### The clock network, run 1

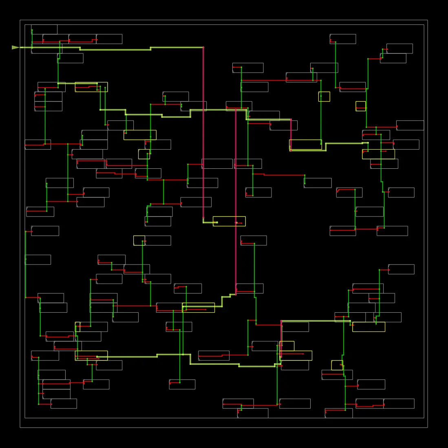
### Signal wires on met2, run 1

Drawn at 4 px/um. Cells faint in the background.
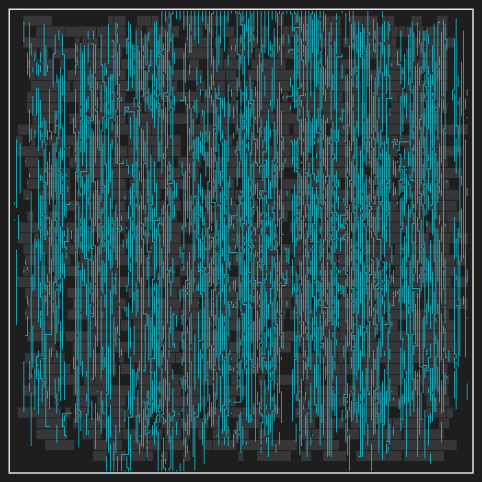
### I/O nets highlighted, run 1

Drawn at 3 px/um.
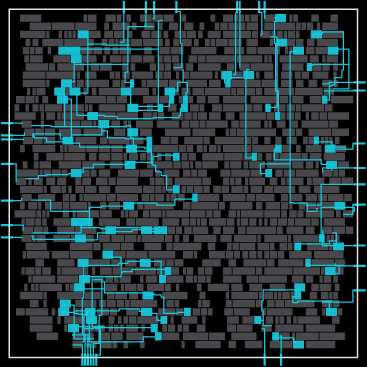
File: config.mk
export PLATFORM = sky130hd
export DESIGN_NAME = data_mem_timer
export DESIGN_NICKNAME = d
export VERILOG_FILES = /design/src/rtl/data_mem_timer.sv
export SDC_FILE = /design/constraint.sdc
export NUM_CORES = 1
export LEC_CHECK = 0
export CORE_UTILIZATION = 50
export DETAILED_ROUTE_END_ITERATION = 7
export GPL_TIMING_DRIVEN = 0
export PLACE_DENSITY_LB_ADDON = 0.1
export SYNTH_ARGS = -nofsm -noshare
export SYNTH_HDL_FRONTEND = slang
export SYNTH_SLANG_ARGS = --single-unit
File: constraint.sdc
create_clock -name clk -period 2.2 [get_ports clk]
set_clock_uncertainty 0.2 [all_clocks]
set_input_delay 0.33 -clock clk [delete_from_list [all_inputs] [get_ports clk]]
set_output_delay 0.33 -clock clk [all_outputs]
set_load 0.005 [all_outputs]
File: src/rtl/data_mem_timer.sv
// rtl/data_mem_timer.sv - data-memory-port timer: prescaled 32-bit counter, compare match, irq (option: TIMER_ONESHOT_EN)
module data_mem_timer #(
    parameter logic [31:0] BASE_ADDR = 32'h0000_1000
) (
    input  logic        clk,
    input  logic        reset,
    input  logic [31:0] dataMemRAddr,
    input  logic [31:0] dataMemWData,
    input  logic        dataMem_wr_en,
    output logic [31:0] dataMemRData,
    output logic        hit,
    output logic        irq
);

    localparam logic [2:0] SEL_CTRL   = 3'd0;
    localparam logic [2:0] SEL_PSC    = 3'd1;
    localparam logic [2:0] SEL_CNT    = 3'd2;
    localparam logic [2:0] SEL_CMP    = 3'd3;
    localparam logic [2:0] SEL_STATUS = 3'd4;

    logic        ctrl_en;
    logic        ctrl_auto_reload;
    logic        ctrl_irq_en;
    logic        ctrl_oneshot;
    logic [15:0] psc;
    logic [15:0] psc_cnt;
    logic [31:0] cnt;
    logic [31:0] cmp;
    logic        match;

    logic [2:0]  sel;
    logic        wr;
    logic        tick;
    logic        match_evt;

    // Byte lanes are not decoded: every access is a full word.
    logic unused_addr_bits;
    assign unused_addr_bits = ^dataMemRAddr[1:0];

    assign hit       = (dataMemRAddr[31:5] == BASE_ADDR[31:5]);
    assign sel       = dataMemRAddr[4:2];
    assign wr        = dataMem_wr_en & hit;
    assign tick      = ctrl_en & (psc_cnt == psc);
    // Compare against the pre-update CNT and CMP so a same-cycle CMP write does not affect this match.
    assign match_evt = tick & (cnt == cmp);
    assign irq       = match & ctrl_irq_en;

`ifdef TIMER_ONESHOT_EN
    // One-shot control bit; EN self-clears on a match unless software rewrites CTRL that cycle.
    always_ff @(posedge clk) begin
        if (!reset) begin
            ctrl_oneshot <= 1'b0;
        end else if (wr && sel == SEL_CTRL) begin
            ctrl_oneshot <= dataMemWData[3];
        end
    end
`else
    assign ctrl_oneshot = 1'b0;
`endif

    // CTRL register; software write takes priority over the hardware EN clear.
    always_ff @(posedge clk) begin
        if (!reset) begin
            ctrl_en          <= 1'b0;
            ctrl_auto_reload <= 1'b0;
            ctrl_irq_en      <= 1'b0;
        end else if (wr && sel == SEL_CTRL) begin
            ctrl_en          <= dataMemWData[0];
            ctrl_auto_reload <= dataMemWData[1];
            ctrl_irq_en      <= dataMemWData[2];
        end else if (match_evt && ctrl_oneshot) begin
            ctrl_en          <= 1'b0;
        end
    end

    // Prescaler value and divider; a PSC write restarts the divider.
    always_ff @(posedge clk) begin
        if (!reset) begin
            psc     <= 16'd0;
            psc_cnt <= 16'd0;
        end else if (wr && sel == SEL_PSC) begin
            psc     <= dataMemWData[15:0];
            psc_cnt <= 16'd0;
        end else if (ctrl_en) begin
            psc_cnt <= tick ? 16'd0 : psc_cnt + 16'd1;
        end
    end

    // Main counter; software write overrides the tick update.
    always_ff @(posedge clk) begin
        if (!reset) begin
            cnt <= 32'd0;
        end else if (wr && sel == SEL_CNT) begin
            cnt <= dataMemWData;
        end else if (tick) begin
            cnt <= (match_evt && ctrl_auto_reload) ? 32'd0 : cnt + 32'd1;
        end
    end

    // Compare register.
    always_ff @(posedge clk) begin
        if (!reset) begin
            cmp <= 32'd0;
        end else if (wr && sel == SEL_CMP) begin
            cmp <= dataMemWData;
        end
    end

    // Sticky MATCH flag; a new match beats a simultaneous write-1-to-clear.
    always_ff @(posedge clk) begin
        if (!reset) begin
            match <= 1'b0;
        end else if (match_evt) begin
            match <= 1'b1;
        end else if (wr && sel == SEL_STATUS && dataMemWData[0]) begin
            match <= 1'b0;
        end
    end

    // Zero-latency read mux so the single-cycle core sees data in the access cycle.
    always_comb begin
        dataMemRData = 32'd0;
        if (hit) begin
            case (sel)
                SEL_CTRL:   dataMemRData = {28'd0, ctrl_oneshot, ctrl_irq_en, ctrl_auto_reload, ctrl_en};
                SEL_PSC:    dataMemRData = {16'd0, psc};
                SEL_CNT:    dataMemRData = cnt;
                SEL_CMP:    dataMemRData = cmp;
                SEL_STATUS: dataMemRData = {31'd0, match};
                default:    dataMemRData = 32'd0;
            endcase
        end
    end

endmodule

==> notes.md, run 1 <==
Results of an implementation run.

The flow ran to the end, but the final reports show violations. The checks that failed: setup timing. The internal power is 3.11 mW. The gate family responsible for the most delay along the worst path is simple AND/OR/NAND/NOR gates. The synthesized netlist occupies a cell area of 6450 um^2. The total negative slack is -6750 ps. The transition at the pin with the smallest max-transition slack is 774 ps. In this run the number of H-tree levels came out at 3. The iteration count recorded for the first detailed-route pass is 7. The number of antenna diodes in the final layout is 0. The worst-case register-to-register setup slack is -370 ps. The HPWL after detailed placement is around 17000 um. Synthesis produced 776 cells. The power report attributes to the combinational group a share of 0.207. The synthesized net count is 845. The total I/O pin count is 101.

Per the timing report, the biggest fanout along the worst path comes to 6. The final layout contains 1035 nets. Derived from the worst setup path, the maximum achievable clock frequency is a little under 400 MHz. The maximum vdd ir drop is a little over 0.5 mV. STA classifies the critical path startpoint as a register. Of the total power, registers draw 0.435. After detailed routing, the number of vias per cell comes to 6.60. According to the floorplan report, the die width is about 120 um.

For this run, the number of Yosys warnings is 0. After floorplanning, the core was sized to cover about 13000 um^2. Along the critical path, the tally of buffer and inverter instances is 2. The number of standard cells reported by yosys is around 780.

STA classifies the critical path endpoint as a register. The script extracted a total leakage power of about 3.5 nW. Setup repair after global routing could not meet its margin everywhere. The die covers approximately 13000 um^2. The post-synth count of flops with an enable pin is 0. The switching portion of total power comes to 0.306. The number of warnings reported in the stage logs is 30. The initial antenna violation count is 0.

The post-detailed-route count of antenna-violating nets is 0. The top cell type by total area after synthesis is dfxtp_1. The final count of pins violating max slew is 0.

The per-instance average area after synthesis is between 8 and 9 um^2. The final clock period utilization by the worst path is 1.17. The number of I/O port buffers is about 98.

Counting along the longest clock path gives a buffer depth of 2. Per the synth stats, the proportion of register bits with asynchronous set or reset is 0. The number of hold buffers added after CTS is 0. The required arrival time at the worst endpoint is 2300 ps.

After the first detailed-routing iteration, the DRC count stood at between 700 and 800. In this run the power density over the cells is roughly 440 nW/um^2. The dominant register cell is dfxtp_1. The share of the Yosys chip area taken by registers is 0.310. The share of post-route cells with drive strength above 1 is 0.443. The setup slack of the critical path after layout is -372 ps. Endpoints failing hold in the final report were tallied at 0.

The script logs the mean routed wire length per placed instance as between 20 and 25 um. The aggregate routed wire length is ~28000 um. The setup path with the least slack is of type reg -> reg.

The last timing report of the flow puts the setup violation total at about 64. The area figure in the yosys stat output is 6450 um^2. The share of the core area taken by cells at floorplan is 0.511. The portion of synthesized cell area occupied by the leading cell type is 0.310. TritonCTS built the clock tree. By area the synthesized netlist is led by dfxtp_1 31%, mux2i_1 8.1%, xnor2_1 6.9%.

The post-synth register bit count is roughly 100. The cell with the largest stage delay on the worst path is nor3_2. The post-layout instance area is about 10000 um^2. The data arrival time reported for the critical path is roughly 2700 ps. Summed over all routing layers, the global router reports a total usage of 0.391. Checking max transition, the worst relative margin is 0.484. The script parses the final routing iteration and logs DRC violations as 0. The net switching power figure is 1.37 mW. The post-layout minimum cycle time is roughly 2600 ps. The first global-routing pass estimated around 39000 um of wire. The delay of the slowest critical-path stage is just under 600 ps. The maximum number of pins on one net before global-route repair is 19. The share of total power dissipated in the clock network is 0.358.

The total number of vias is about 7.5k. The worst hold-check path type is in -> reg. The via count of the first global-routing pass was ~7.0k.

The root buffer selected by CTS is clkbuf_16. The number of different library cells in the post-synthesis netlist is between 50 and 60. The post-placement cell area is about 7600 um^2. The congestion estimate from routability-driven global placement came to roughly 0.94.

The floorplan has between 40 and 50 rows. For reference, the clock transition at the flip-flops on the worst setup and hold paths is roughly 70 ps. The count of maximum capacitance violations is 0.

Counting every sink on the clock net gives about 100. The synthesis-to-finish area growth is 56.2%. The chip height is 116 um. The critical path goes through nand4_4 > buf_6 > buf_4 > nor4_4 > nand2_1 > nor3_2 > a31oi_4 > a21oi_1. Global routing finished with a remaining overflow of 0.
Back to the opening pictures, 'The clock network':
clock insertion delay at the later pin of the skew report: 370 ps
Num CTS Buffers: 9
sequential cell count: 100

Back to the opening pictures, 'Signal wires on met2':
The layer carries 13500 um of wire. The layer holds 48% of the routed length. The longest straight run is 66.0 um. The wires run mostly vertical. 956 nets have wire on it.

Back to the opening pictures, 'I/O nets highlighted':
Key: cyan = dataMemWData [bits 32, direction input, edge 9 right, 8 top, 8 bottom, 7 left, end cells 84, buffers 32, wire 1760 um]

## run 1: timing repair
item                       CTS  global route
gates cloned                 7             1
setup endpoints to repair  125           119
pin swaps                  112            64
resized                    467           141
setup buffers               53            32
## run 1: cells by family (layout without fill, tap and decap cells)
group           count (synthesis)  in the layout  share of synthesized area
simple gates                  299            301                      0.255
compound gates                161            161                      0.169
flops                         100            100                      0.310
buf+inv                        84            277                     0.0667
mux                            67             67                      0.109
xor+xnor                       63             63                     0.0867
fa+ha+maj                       2              2                    0.00388
## run 1: layout by cell type, fill, tap and decap left out, types with 18 or more instances in the layout
| cell | count |
|---|---|
| nor2_1 | 86 |
| nand4_1 | 32 |
| buf_2 | 42 |
| xnor2_1 | 18 |
| buf_4 | 64 |
| and2_1 | 28 |
| clkdlybuf4s50_1 | 34 |
| dfxtp_1 | 44 |
| buf_6 | 42 |
| nand3_1 | 20 |
| nand2_1 | 19 |
| xnor2_2 | 24 |
| o21ai_0 | 27 |
| a22oi_1 | 25 |
| mux2i_1 | 52 |
| dfxtp_2 | 39 |
## run 1: Yosys cell counts, drive strengths merged (5+ instances only)
master,count
xnor2,52
or4,8
nand2,22
o211ai,7
clkbuf,33
o21ai,38
a211oi,10
a22oi,30
and3,14
mux2i,52
nor3,9
o2111ai,8
mux2,14
a31oi,19
nand3,28
nor4,16
a221oi,6
or3,5
nor2,108
and4,12
buf,33
dfxtp,100
xor2,11
nand2b,5
inv,16
o311ai,10
nand4,33
a21oi,23
and2,29
## run 1: routing by layer
metal	part of all wire	vias up	global-route usage
met1	0.36	3609	0.464
met2	0.48	511	0.649
met5	0.0019	-	0
met3	0.092	184	0.0821
li1	-	3235	-
met4	0.070	2	0.239
## run 1: path summary, 6_finish.rpt
kind | start | endpoint | cells past startpoint
min reg2reg | psc_cnt[0] | psc_cnt[0] | 2
max | cnt[10] | cnt[16] | 8
min | dataMemRAddr[4] | match | 4
max reg2reg | cnt[10] | cnt[16] | 8
## run 1: power by group through the flow
stage / sequential [mW] / clock (mW) / combinational [mW]
6_report: 1.95 / 1.60 / 0.929
2_1_floorplan: 1.93 / 0 / 0.340
3_5_place_dp: 1.95 / 0 / 0.595
4_1_cts: 1.94 / 1.59 / 0.772
5_1_grt: 1.95 / 1.68 / 0.955
3_3_place_gp: 1.94 / 0 / 0.586
## run 1: metrics by stage
step	power, mW	hold WS [ps]	worst slack (ps)	std cells	utilization
final	4.48	240	-372	1143	0.798
after global routing	4.59	253	-438	1143	0.798
after floorplan	2.27	258	2.54	776	-
after CTS	4.31	317	-172	1114	0.739
after detailed placement	2.54	313	-1310	1046	0.606
after global placement	2.53	307	-1330	1046	0.606
## run 1: cell type report
type	count	area, um^2
multi-input combinational	594	5230
fill	833	2540
sequential	100	2110
timing repair buffer	188	1650
buffer	55	510
clock buffer	10	229
tap	172	215
inverter	18	73.8
clock inverter	6	53.8
## run 1: flip-flops by register name, indices dropped and copies added (netlist names)
signal	cells
psc	16
match	1
cnt	32
ctrl_auto_reload	1
ctrl_en	1
psc_cnt	16
cmp	32
ctrl_irq_en	1
## Run 2: what changed since run 1
--- a/config.mk
+++ b/config.mk
@@ -10,3 +10,3 @@
 export GPL_TIMING_DRIVEN = 0
-export PLACE_DENSITY_LB_ADDON = 0.1
+export PLACE_DENSITY = 0.75
 export SYNTH_ARGS = -nofsm -noshare
--- a/constraint.sdc
+++ b/constraint.sdc
@@ -4,2 +4,2 @@
 set_output_delay 0.33 -clock clk [all_outputs]
-set_load 0.005 [all_outputs]
+set_load 0.1 [all_outputs]
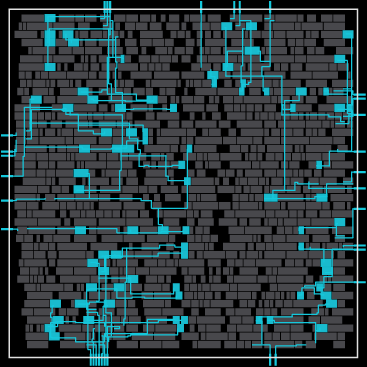
*I/O nets highlighted, run 2*
Drawn at 3 px/um.
Key: cyan = dataMemWData [bits 32, direction input, edge 10 right, 9 bottom, 7 top, 6 left, end cells 84, buffers 32, wire 1890 um]

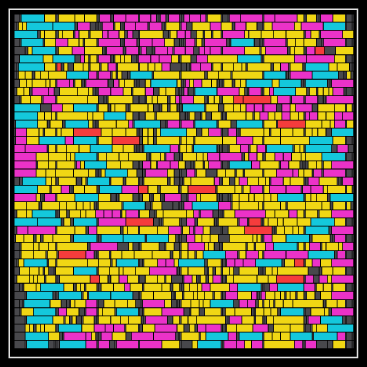
*Cell classes on the final placement, run 2*
Drawn at 3 px/um. Fill, decap, tap and diode cells in gray.
Key: cyan = flip-flops [cells 100]; red = clock drivers and dummy loads [cells 16]; magenta = other buffers and delay cells [cells 256]; yellow = all other logic [cells 613]

==> run 2 against run 1 <==
The flow still finishes with violations (setup timing). Setup slack gained 120 ps. Critical path type is now in -> out. Largest power group unchanged. Sequential share of layout area shrank 1.6 points. Largest cell class unchanged. Critical endpoint is now dataMemRData[23]. Routed wire length grew 13%. Register-to-register slack gained 130 ps.
==> notes.md, run 2 <==
Results of an implementation run.

The area figure in the yosys stat output is 6450 um^2 (unchanged). The final count of pins violating max slew is 0 (unchanged). The number of CTS-inserted buffers is 9 (unchanged). Most instantiated logic cells after routing: 70 x buf_4, 62 x nor2_1, 50 x mux2i_1, 45 x buf_6, 42 x buf_12 (was 86 x nor2_1, 64 x buf_4, 52 x mux2i_1, 44 x dfxtp_1).

The total number of vias is 7963 (was 7541). The post-layout minimum cycle time is 2450 ps (was 2570 ps). The top cell type by total area after synthesis is dfxtp_1 (unchanged). The sequential share of power was 0.420 (was 0.435). The gate family responsible for the most delay along the worst path is buffers and inverters (was simple AND/OR/NAND/NOR gates).

The leading cell type by number of instances after synthesis was nor2_1 (unchanged). The clock latency on the worst-skew pair was 380 ps (was 370 ps). The via count of the first global-routing pass is 7339 (was 6980).

The maximum vdd ir drop is 0.432 mV (was 0.504 mV). The worst slew margin relative to its limit is 0.515 (was 0.484). The fraction of power consumed by combinational cells is 0.220 (was 0.207). The iteration tally of the first detailed-router pass is 7 (unchanged).

The portion of synthesized cell area occupied by the leading cell type is 0.310 (unchanged). The dominant register cell is dfxtp_1 (unchanged). The worst hold-check path type is in -> reg (unchanged). The site row count is 41 (unchanged).

Violated checks: setup timing (unchanged). The cell with the largest stage delay on the worst path is a22oi_1 (was nor3_2). RSZ-0062 raised after global routing: yes (unchanged). The startpoint-to-endpoint class of the critical path was in -> out (was reg -> reg). The global-route wire length before repair is 42200 um (was 38800 um). The all-layer global routing usage is 0.430 (was 0.391).

The net switching power figure came to 1.43 mW (was 1.37 mW). The net switching share of the total power was 0.315 (was 0.306). The number of warnings printed during yosys synthesis is 0 (unchanged). The post-synthesis sequential area ratio is 0.310 (unchanged).

The number of different library cells in the post-synthesis netlist is 59 (unchanged). The largest fanout of any net on the critical path was 10 (was 6). The number of remaining DRC errors came to 0 (unchanged). The share of post-route cells with drive strength above 1 is 0.502 (was 0.443). The power density over cell area came to 412 nW/um^2 (was 445 nW/um^2). The count of maximum capacitance violations is 0 (unchanged). The final-layout fill cell count is 599 (was 833). The share of async-settable or async-resettable flops after synthesis came to 0 (unchanged).

The maximum level of the CTS H-tree came to 3 (unchanged). The iteration-0 DRC count of the detailed router is 1117 (was 765). The initial antenna violation count is 3 (was 0). The aggregate routed wire length was 32100 um (was 28400 um).

Cell types occupying the most area after synthesis: dfxtp_1 31%, mux2i_1 8.1%, xnor2_1 6.9% (unchanged). The final tally of hold violations is 0 (unchanged). Most used standard cells in the synthesized netlist: 108 x nor2_1, 100 x dfxtp_1, 52 x mux2i_1 (unchanged). The most common cell after layout, fill and taps aside is buf_4 (was nor2_1). The number of I/O port buffers is 98 (unchanged). The number of sinks driven by the clock tree came to 100 (unchanged). The post-synthesis cell count is 776 (unchanged). The netlist area before placement is 6450 um^2 (unchanged). Critical path, cell by cell: clkdlybuf4s15_2 > clkinv_4 > and3_4 > clkbuf_4 > a22oi_1 > nor2_4 > buf_12 (was nand4_4 > buf_6 > buf_4 > nor4_4 > nand2_1 > nor3_2 > a31oi_4 > a21oi_1). The final net count is 1049 (was 1035). The nature of the critical path startpoint is a primary input (was register). The die width was 116 um (unchanged). The post-detailed-route count of antenna-violating nets was 0 (unchanged). The required arrival time at the worst endpoint is 1670 ps (was 2300 ps). The setup slack after placement is -1960 ps (was -1310 ps). The delay of the slowest critical-path stage is 400 ps (was 580 ps). The data arrival time of the critical path is 1920 ps (was 2670 ps).

The register bit total from synthesis is 100 (unchanged). The number of standard cells reported by yosys is 776 (unchanged). The total of endpoints with negative setup slack in the final report came to 75 (was 64). Run status: finished, violations left (unchanged). The number of warning messages in the logs came to 31 (was 30).

The TritonCTS clock tree was done (unchanged). The total core area was 12600 um^2 (unchanged). The routability-driven placement congestion ratio is 0.925 (was 0.938). The final clock period utilization by the worst path is 1.11 (was 1.17). The total I/O pin count was 101 (unchanged).

The routed wirelength normalized by instance count came to 27.7 um (was 24.8 um). The nature of the critical path endpoint is a primary output (was register). The post-CTS clock slew at the launch and capture registers of the worst setup and hold paths is 80 ps (was 70 ps). The transition at the pin with the smallest max-transition slack is 727 ps (was 774 ps). The detailed placement HPWL is 17900 um (was 17200 um). The upper clock frequency limit is 409 MHz (was 389 MHz).

The floorplan-stage core utilization was 0.511 (unchanged). The total negative slack is -11560 ps (was -6750 ps). The maximum number of pins on one net before global-route repair is 19 (unchanged). The post-detailed-route via-to-cell ratio was 6.88 (was 6.60).

The per-instance average area after synthesis is 8.31 um^2 (unchanged). The chip area came to 13400 um^2 (unchanged). The setup slack of the critical path after layout is -247 ps (was -372 ps).

The internal power is 3.11 mW (about the same). The leakage power of the design is 3.65 nW (was 3.49 nW). Largest regs: cmp: 32 flops, cnt: 32 flops (unchanged).

The global route total overflow is 0 (unchanged). The clock power share is 0.360 (was 0.358). The synthesized net count is 845 (unchanged).
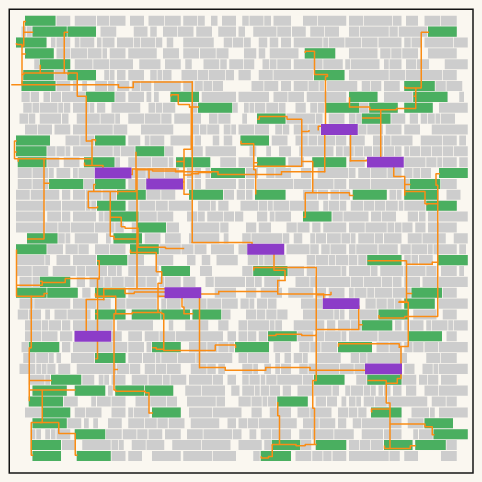
*Clock network drawn from the DEF, run 2*
Drawn at 4 px/um.
Key: orange = clock wires [length 1480 um]; purple = cells driving clock nets [count 9]; green = flip-flops [count 100]
There are 10 routed clock nets.

-- run 2: cell counts after synthesis --
Identical to the previous run, type by type.
-- run 2: cells by family after synthesis --
family	Yosys count	share of synthesized area
and+or+nand+nor	299	0.255
AOI/OAI and AO/OA	161	0.169
DFF	100	0.310
buffers and inverters	84	0.0667
muxes	67	0.109
xor gates and xnor gates	63	0.0867
adders and majority gates	2	0.00388
-- run 2: layout make-up --
cell class / count / area (um^2) / area share
Clock inverter: 6 / 55.1 / 0.00499
Sequential cell: 100 / 2140 / 0.194
Antenna cell: 1 / 2.50 / 0.000227
Clock buffer: 10 / 229 / 0.0208
Inverter: 18 / 73.8 / 0.00670
Multi-Input combinational cell: 595 / 5460 / 0.496
Tap cell: 172 / 215 / 0.0195
Buffer: 57 / 572 / 0.0519
Timing Repair Buffer: 199 / 2270 / 0.206
-- run 2: stage by stage --
stage / std cells / util / hold slack (ps) / cell area, um^2
2_1_floorplan: 776 / - / 258 / 6760
3_3_place_gp: 1046 / 0.631 / 294 / 7960
3_5_place_dp: 1046 / 0.631 / 322 / 7960
4_1_cts: 1131 / 0.802 / 319 / 10100
5_1_grt: 1157 / 0.873 / 276 / 11000
6_report: 1158 / 0.873 / 260 / 11000
-- run 2: path summary, 6_finish.rpt --
path         cells after the start       startpoint                to  slack [ps]
min                              3            reset        psc_cnt[0]         260
min reg2reg                      2          cnt[11]           cnt[11]         350
max                              7  dataMemRAddr[4]  dataMemRData[23]        -250
max reg2reg                      9          cmp[16]           cnt[23]        -240
-- run 2: worst reg2reg max path: cells and delay by family, from the launching register on --
family	cells	cell delay (ps)
buf+inv	3	510
flops	1	440
simple gates	3	660
compound gates	2	340
xor+xnor	1	160
-- run 2: what timing repair did --
action / 4_1_cts / 5_1_grt
endpoints found under the setup margin: 125 / 127
gates resized: 620 / 166
hold buffers: 0 / 0
setup buffers: 69 / 28
pin swaps: 78 / 73
cloned: 6 / 4
-- run 2: power by group through the flow --
stage | clock [mW] | sequential, mW | combinational [mW]
3_5_place_dp | 0 | 1.95 | 0.606
6_report | 1.64 | 1.91 | 0.999
5_1_grt | 1.69 | 1.91 | 1.03
2_1_floorplan | 0 | 1.93 | 0.346
4_1_cts | 1.58 | 1.91 | 0.842
3_3_place_gp | 0 | 1.95 | 0.596
-- run 2: metal layers --
metal | global-route usage | part of all wire | vias to the layer above
met1 | 0.498 | 0.35 | 3813
met3 | 0.125 | 0.10 | 242
met4 | 0.298 | 0.075 | 4
met5 | 0 | 0.00081 | -
met2 | 0.688 | 0.47 | 630
li1 | - | - | 3274
Power and IR drop assume default switching activity.
